$ cat src/rtl/ooo_pkg.sv
// ooo_pkg: shared sizes and types for the out-of-order rename path.
// Holds the physical tag type and free-list pointer and count widths.
package ooo_pkg;

    localparam int NUM_PHYS   = 64;
    localparam int NUM_ARCH   = 32;
    localparam int FL_DEPTH   = 32;
    localparam int PHYS_TAG_W = 6;
    localparam int FL_PTR_W   = 5;
    localparam int FL_CNT_W   = 6;

    typedef logic [PHYS_TAG_W-1:0] phys_tag_t;
    typedef logic [FL_PTR_W-1:0]   fl_ptr_t;
    typedef logic [FL_CNT_W-1:0]   fl_cnt_t;

    typedef struct packed {
        logic      en;
        fl_ptr_t   addr;
        phys_tag_t data;
    } fl_wr_t;

    function automatic logic [1:0] pop2(input logic [1:0] v);
        return {1'b0, v[0]} + {1'b0, v[1]};
    endfunction

endpackage

$ cat src/rtl/freelist_ram.sv
// freelist_ram: 32x6 tag storage, two async reads, two sync writes.
// Reset reloads the non-architectural tags p32..p63 in order.
module freelist_ram
    import ooo_pkg::*;
(
    input  logic      clk,
    input  logic      rst_n,
    input  fl_ptr_t   rd_addr0,
    input  fl_ptr_t   rd_addr1,
    output phys_tag_t rd_data0,
    output phys_tag_t rd_data1,
    input  fl_wr_t    wr0,
    input  fl_wr_t    wr1
);

    phys_tag_t mem [FL_DEPTH];

    // Storage: reset seeds entry i with tag 32+i, else apply both writes.
    always_ff @(posedge clk or negedge rst_n) begin
        if (!rst_n) begin
            for (int i = 0; i < FL_DEPTH; i++) begin
                mem[i] <= phys_tag_t'(NUM_ARCH + i);
            end
        end else begin
            if (wr0.en) begin
                mem[wr0.addr] <= wr0.data;
            end
            if (wr1.en) begin
                mem[wr1.addr] <= wr1.data;
            end
        end
    end

    assign rd_data0 = mem[rd_addr0];
    assign rd_data1 = mem[rd_addr1];

endmodule

$ cat src/rtl/phys_reg_freelist.sv
// phys_reg_freelist: 2-wide rename free list of physical tags.
// Define FREELIST_BYPASS_EN to let same-cycle releases cover a shortfall.
module phys_reg_freelist
    import ooo_pkg::*;
(
    input  logic       clk,
    input  logic       rst_n,
    input  logic [1:0] alloc_req,
    output logic       alloc_gnt,
    output phys_tag_t  alloc_tag0,
    output phys_tag_t  alloc_tag1,
    input  logic [1:0] free_valid,
    input  phys_tag_t  free_tag0,
    input  phys_tag_t  free_tag1,
    output logic [5:0] free_count,
    output logic       stall,
    output logic       overflow_err
);

    fl_ptr_t   head_q;
    fl_ptr_t   tail_q;
    fl_cnt_t   count_q;
    logic      ovf_q;

    phys_tag_t rd_data0;
    phys_tag_t rd_data1;
    fl_wr_t    wr0;
    fl_wr_t    wr1;

    logic [1:0] req_n;
    logic [1:0] fifo_n;
    logic [1:0] nbyp;
    logic [1:0] pops;
    logic [1:0] pushes;
    logic       rel0;
    logic       rel1;
    logic       gnt;
    logic       byp_mode;
    logic       use0;
    logic       use1;
    logic       cand0;
    logic       cand1;
    logic       push0;
    logic       push1;
    logic       drop0;
    logic       drop1;
    logic [6:0] room;
    phys_tag_t  byp0;
    phys_tag_t  tag0_d;
    phys_tag_t  tag1_d;
`ifdef FREELIST_BYPASS_EN
    logic [1:0] rel_n;
`endif

    // Tag for the k-th requesting slot: FIFO entries first, then releases.
    function automatic phys_tag_t pick(
        input logic       rank,
        input logic [1:0] nf,
        input phys_tag_t  f0,
        input phys_tag_t  f1,
        input phys_tag_t  b0,
        input phys_tag_t  b1
    );
        phys_tag_t t;
        t = '0;
        unique case (1'b1)
            (!rank && nf != 2'd0): t = f0;
            (!rank && nf == 2'd0): t = b0;
            ( rank && nf == 2'd2): t = f1;
            ( rank && nf == 2'd1): t = b0;
            ( rank && nf == 2'd0): t = b1;
            default:               t = '0;
        endcase
        return t;
    endfunction

    freelist_ram u_ram (
        .clk      (clk),
        .rst_n    (rst_n),
        .rd_addr0 (head_q),
        .rd_addr1 (head_q + 5'd1),
        .rd_data0 (rd_data0),
        .rd_data1 (rd_data1),
        .wr0      (wr0),
        .wr1      (wr1)
    );

    // Grant, bypass selection and release push/drop decisions.
    always_comb begin
        req_n    = pop2(alloc_req);
        rel0     = free_valid[0] && (free_tag0 != '0);
        rel1     = free_valid[1] && (free_tag1 != '0);
        byp_mode = 1'b0;
        gnt      = 1'b0;
`ifdef FREELIST_BYPASS_EN
        rel_n = pop2({rel1, rel0});
        if (count_q < {4'd0, req_n}) begin
            byp_mode = 1'b1;
            gnt = ({1'b0, count_q[1:0]} + {1'b0, rel_n})
                  >= {1'b0, req_n};
        end else begin
            gnt = 1'b1;
        end
`else
        gnt = count_q >= {4'd0, req_n};
`endif
        gnt    = gnt && rst_n;
        fifo_n = byp_mode ? count_q[1:0] : req_n;
        pops   = gnt ? fifo_n : 2'd0;
        nbyp   = (gnt && byp_mode) ? (req_n - fifo_n) : 2'd0;
        use0   = rel0 && (nbyp != 2'd0);
        use1   = rel1 && ((nbyp == 2'd2) ||
                          ((nbyp == 2'd1) && !rel0));
        byp0   = rel0 ? free_tag0 : free_tag1;

        tag0_d = '0;
        tag1_d = '0;
        if (gnt && alloc_req[0]) begin
            tag0_d = pick(1'b0, fifo_n, rd_data0, rd_data1,
                          byp0, free_tag1);
        end
        if (gnt && alloc_req[1]) begin
            tag1_d = pick(alloc_req[0], fifo_n, rd_data0, rd_data1,
                          byp0, free_tag1);
        end

        cand0  = rel0 && !use0;
        cand1  = rel1 && !use1;
        room   = 7'd32 - {1'b0, count_q} + {5'd0, pops};
        push0  = cand0 && (room != 7'd0);
        push1  = cand1 && (room > {6'd0, push0});
        drop0  = cand0 && !push0;
        drop1  = cand1 && !push1;
        pushes = pop2({push1, push0});

        wr0      = '0;
        wr1      = '0;
        wr0.en   = push0 || push1;
        wr0.addr = tail_q;
        wr0.data = push0 ? free_tag0 : free_tag1;
        wr1.en   = push0 && push1;
        wr1.addr = tail_q + 5'd1;
        wr1.data = free_tag1;
    end

    // Pointers, occupancy and the sticky overflow flag.
    always_ff @(posedge clk or negedge rst_n) begin
        if (!rst_n) begin
            head_q  <= '0;
            tail_q  <= '0;
            count_q <= fl_cnt_t'(FL_DEPTH);
            ovf_q   <= 1'b0;
        end else begin
            head_q  <= head_q + fl_ptr_t'(pops);
            tail_q  <= tail_q + fl_ptr_t'(pushes);
            count_q <= count_q - fl_cnt_t'(pops)
                       + fl_cnt_t'(pushes);
            if (drop0 || drop1) begin
                ovf_q <= 1'b1;
            end
        end
    end

    assign alloc_gnt    = gnt;
    assign alloc_tag0   = tag0_d;
    assign alloc_tag1   = tag1_d;
    assign stall        = rst_n && (alloc_req != 2'b00) && !gnt;
    assign free_count   = count_q;
    assign overflow_err = ovf_q;

endmodule

$ cat config.mk
export PLATFORM = sky130hd
export DESIGN_NAME = phys_reg_freelist
export DESIGN_NICKNAME = d
export VERILOG_FILES = /design/src/rtl/ooo_pkg.sv /design/src/rtl/freelist_ram.sv /design/src/rtl/phys_reg_freelist.sv
export SDC_FILE = /design/constraint.sdc
export NUM_CORES = 1
export LEC_CHECK = 0
export ABC_AREA = 1
export CAP_MARGIN = 20
export CORE_MARGIN = 2
export CORE_UTILIZATION = 60
export DETAILED_ROUTE_END_ITERATION = 10
export PLACE_DENSITY = 0.87
export SYNTH_ARGS = -nofsm -noshare
export SYNTH_HDL_FRONTEND = slang
export SYNTH_SLANG_ARGS = --single-unit
$ cat constraint.sdc
create_clock -name clk -period 7.2 [get_ports clk]
set_input_delay 0.72 -clock clk [delete_from_list [all_inputs] [get_ports clk]]
set_output_delay 0.72 -clock clk [all_outputs]
set_load 0.05 [all_outputs]
==> results.json <==
{
  "wl_met3_um": 8356,
  "cts_sinks": 209,
  "path_buffers": 9,
  "lay_top_count": "nand2_1",
  "syn_nets": 2553,
  "post_cts_buffers": 0,
  "crit_family": "simple AND/OR/NAND/NOR gates",
  "use_met3": 0.1059,
  "netlist_instances": 2503,
  "vias": 17990,
  "required_ns": 7.63,
  "setup-tns-final_ns": 0,
  "outcome": "finished, final reports clean",
  "worst-r2r-setup-slack_ns": 1.31,
  "clk_path_buf_depth": 3,
  "syn_avg_cell_area_um2": 6.409,
  "grt_start_max_net_pins": 100,
  "layout_top_cells": "nand2_1 (395), nand3_1 (389), a21oi_1 (371)",
  "min_period_ns": 6.539,
  "clock_skew_ns": 0.01742,
  "aoi_share": 0.1908,
  "top_cell": "nand2_1",
  "cts_made_buffers": 25,
  "critical_path_class": "primary input to flop",
  "highest_layer": "met4",
  "syn_area_mm2": 0.01604,
  "drv_cap": 0,
  "tool_warnings": 34,
  "busiest_layer": "met2",
  "syn_to_final_growth_pct": 6.910,
  "hp-class": "primary input to asynchronous set/reset pin",
  "final.period_utilization": 0.9083,
  "io_buffers": 38,
  "yosysWarnings": 0,
  "mux_share": 0,
  "reg2reg_from": "free_count[0]$_DFF_PN0_",
  "met1_length_um": 21340,
  "routed_via_density": 6.435,
  "path_clk_slew_ns": 0.06,
  "wl_met2_um": 26240,
  "grt_pass1_wl_um": 91560,
  "slew_headroom": 0.1944,
  "cts_tree": "yes",
  "stdcell_count": 2795,
  "synth_chip_area_mm2": 0.01604,
  "critical_path.max_fanout": 8,
  "post_dp_cell_area_mm2": 0.01632,
  "drcViolationCount": 0,
  "rsz0062_at_grt": "false",
  "clock.fmax_mhz": 152.9,
  "hold_viol": 0,
  "top_area_cell": "dfstp_2",
  "cts_hold_buf": 0,
  "topCombFamilyByArea": "simple AND/OR/NAND/NOR gates",
  "ys_ff": 209,
  "placed_cells": 2748,
  "root_buffer": "clkbuf_16",
  "die_area_mm2": 0.02806,
  "hpwl_um": 37350,
  "antenna_found_initial": 0,
  "use_met1": 0.5296,
  "pre_cts_ws_ns": 0.3413,
  "worst_slew_pin_slew_ns": 1.207,
  "reg2regPathDepth": 33,
  "critPathLaunchType": "primary input",
  "met2_usage": 0.6433,
  "async_flop_share": 1.000,
  "nNetsFinal": 2491,
  "postRouteAntennaNets": 0,
  "cp.depth": 35,
  "flop_cell": "dfstp_2",
  "leakagePower_nw": 7.906,
  "crit_start": "alloc_req[0]",
  "place.gp.congestion": 1.013,
  "fp_util": 0.6139,
  "ctsResizeCount": 0,
  "ys_sh_adder": 0.02730,
  "io-pin-count": 39,
  "fin_ws_ns": 0.6605,
  "ys_cells": 2503
}
==> power breakdown <==
part | internal [mW] | leakage [nW] | switching [mW]
logic | 1.66 | 5.18 | 3.58
registers | 1.98 | 2.32 | 0.501
clock network | 0.733 | 0.403 | 0.554
==> layout make-up <==
| cell class | instances | area [um2] | share of cell area |
|---|---|---|---|
| Timing Repair Buffer | 74 | 649.4 | 0.03786 |
| Inverter | 359 | 1348 | 0.07857 |
| Clock buffer | 30 | 664.4 | 0.03874 |
| Clock inverter | 16 | 146.4 | 0.008535 |
| Sequential cell | 209 | 5376 | 0.3135 |
| Tap cell | 335 | 419.2 | 0.02444 |
| Multi-Input combinational cell | 1772 | 8548 | 0.4984 |
==> state kept, by name, indices dropped and copies added, names as in the netlist <==
name and flops:
tail_q 5, u_ram.mem 192, overflow_err 1, head_q 5, free_count 6
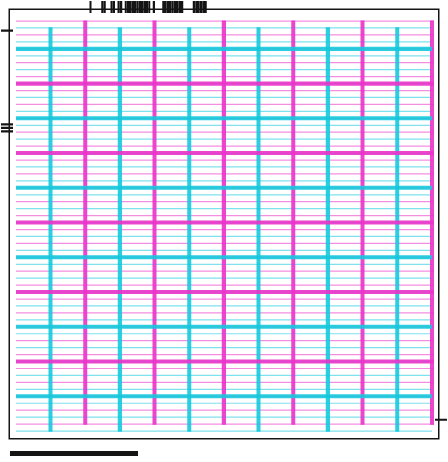
Fig. 1. Supply network.
Scale bar: 50 um. Pins as bars on the die edge.
| colour | net |
|---|---|
| magenta | VDD |
| cyan | VSS |
met4 straps: 12
met5 straps: 11
signal pins: 39
met1 rails: 60
Die W: 167.5 um
DIE HEIGHT: 167.5 um
core footprint: 0.02613 mm2
maximum vdd drop: 0.3251 mV

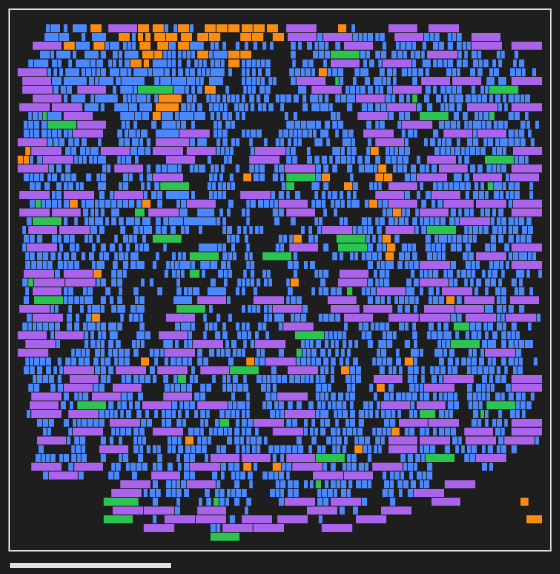
Fig. 2. Cell classes on the final placement.
Scale bar: 50 um.
| colour | class | cells | share of their area |
|---|---|---|---|
| purple | flip-flops | 209 | 32% |
| orange | other buffers and delay cells | 74 | 3.9% |
| blue | all other logic | 2131 | 59% |
| green | clock drivers and dummy loads | 46 | 4.8% |
flop share of the area: 0.3135
site row count: 59
fin util: 0.6563
fin area: 0.01715 mm2

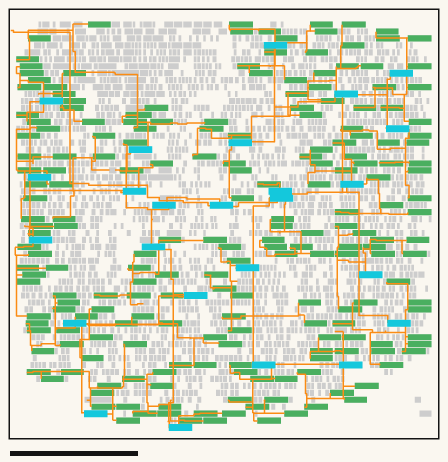
Fig. 3. Routed clock nets over the placement.
Scale bar: 50 um.
[green] flip-flops | count: 209
[orange] clock wires | length: 3060 um
[cyan] cells driving clock nets | count: 25
flops lie: all over the die
Clk pwr share: 0.143
power in the clock group: 1.29 mW
clk latency late pin: 0.55 ns

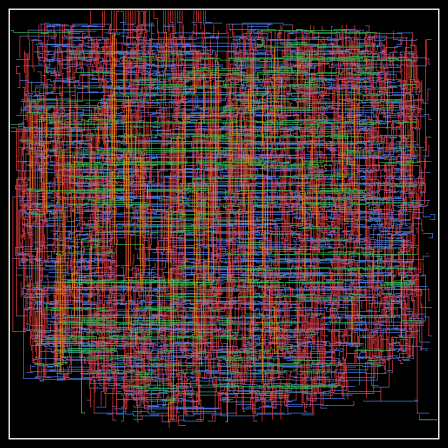
Fig. 4. Routed metal, one colour a layer.
| colour | layer | wire length |
|---|---|---|
| green | met3 | 8360 um |
| orange | met4 | 3690 um |
| blue | met1 | 21.3 mm |
| red | met2 | 26.2 mm |

Power is estimated from default activity; no workload was simulated.
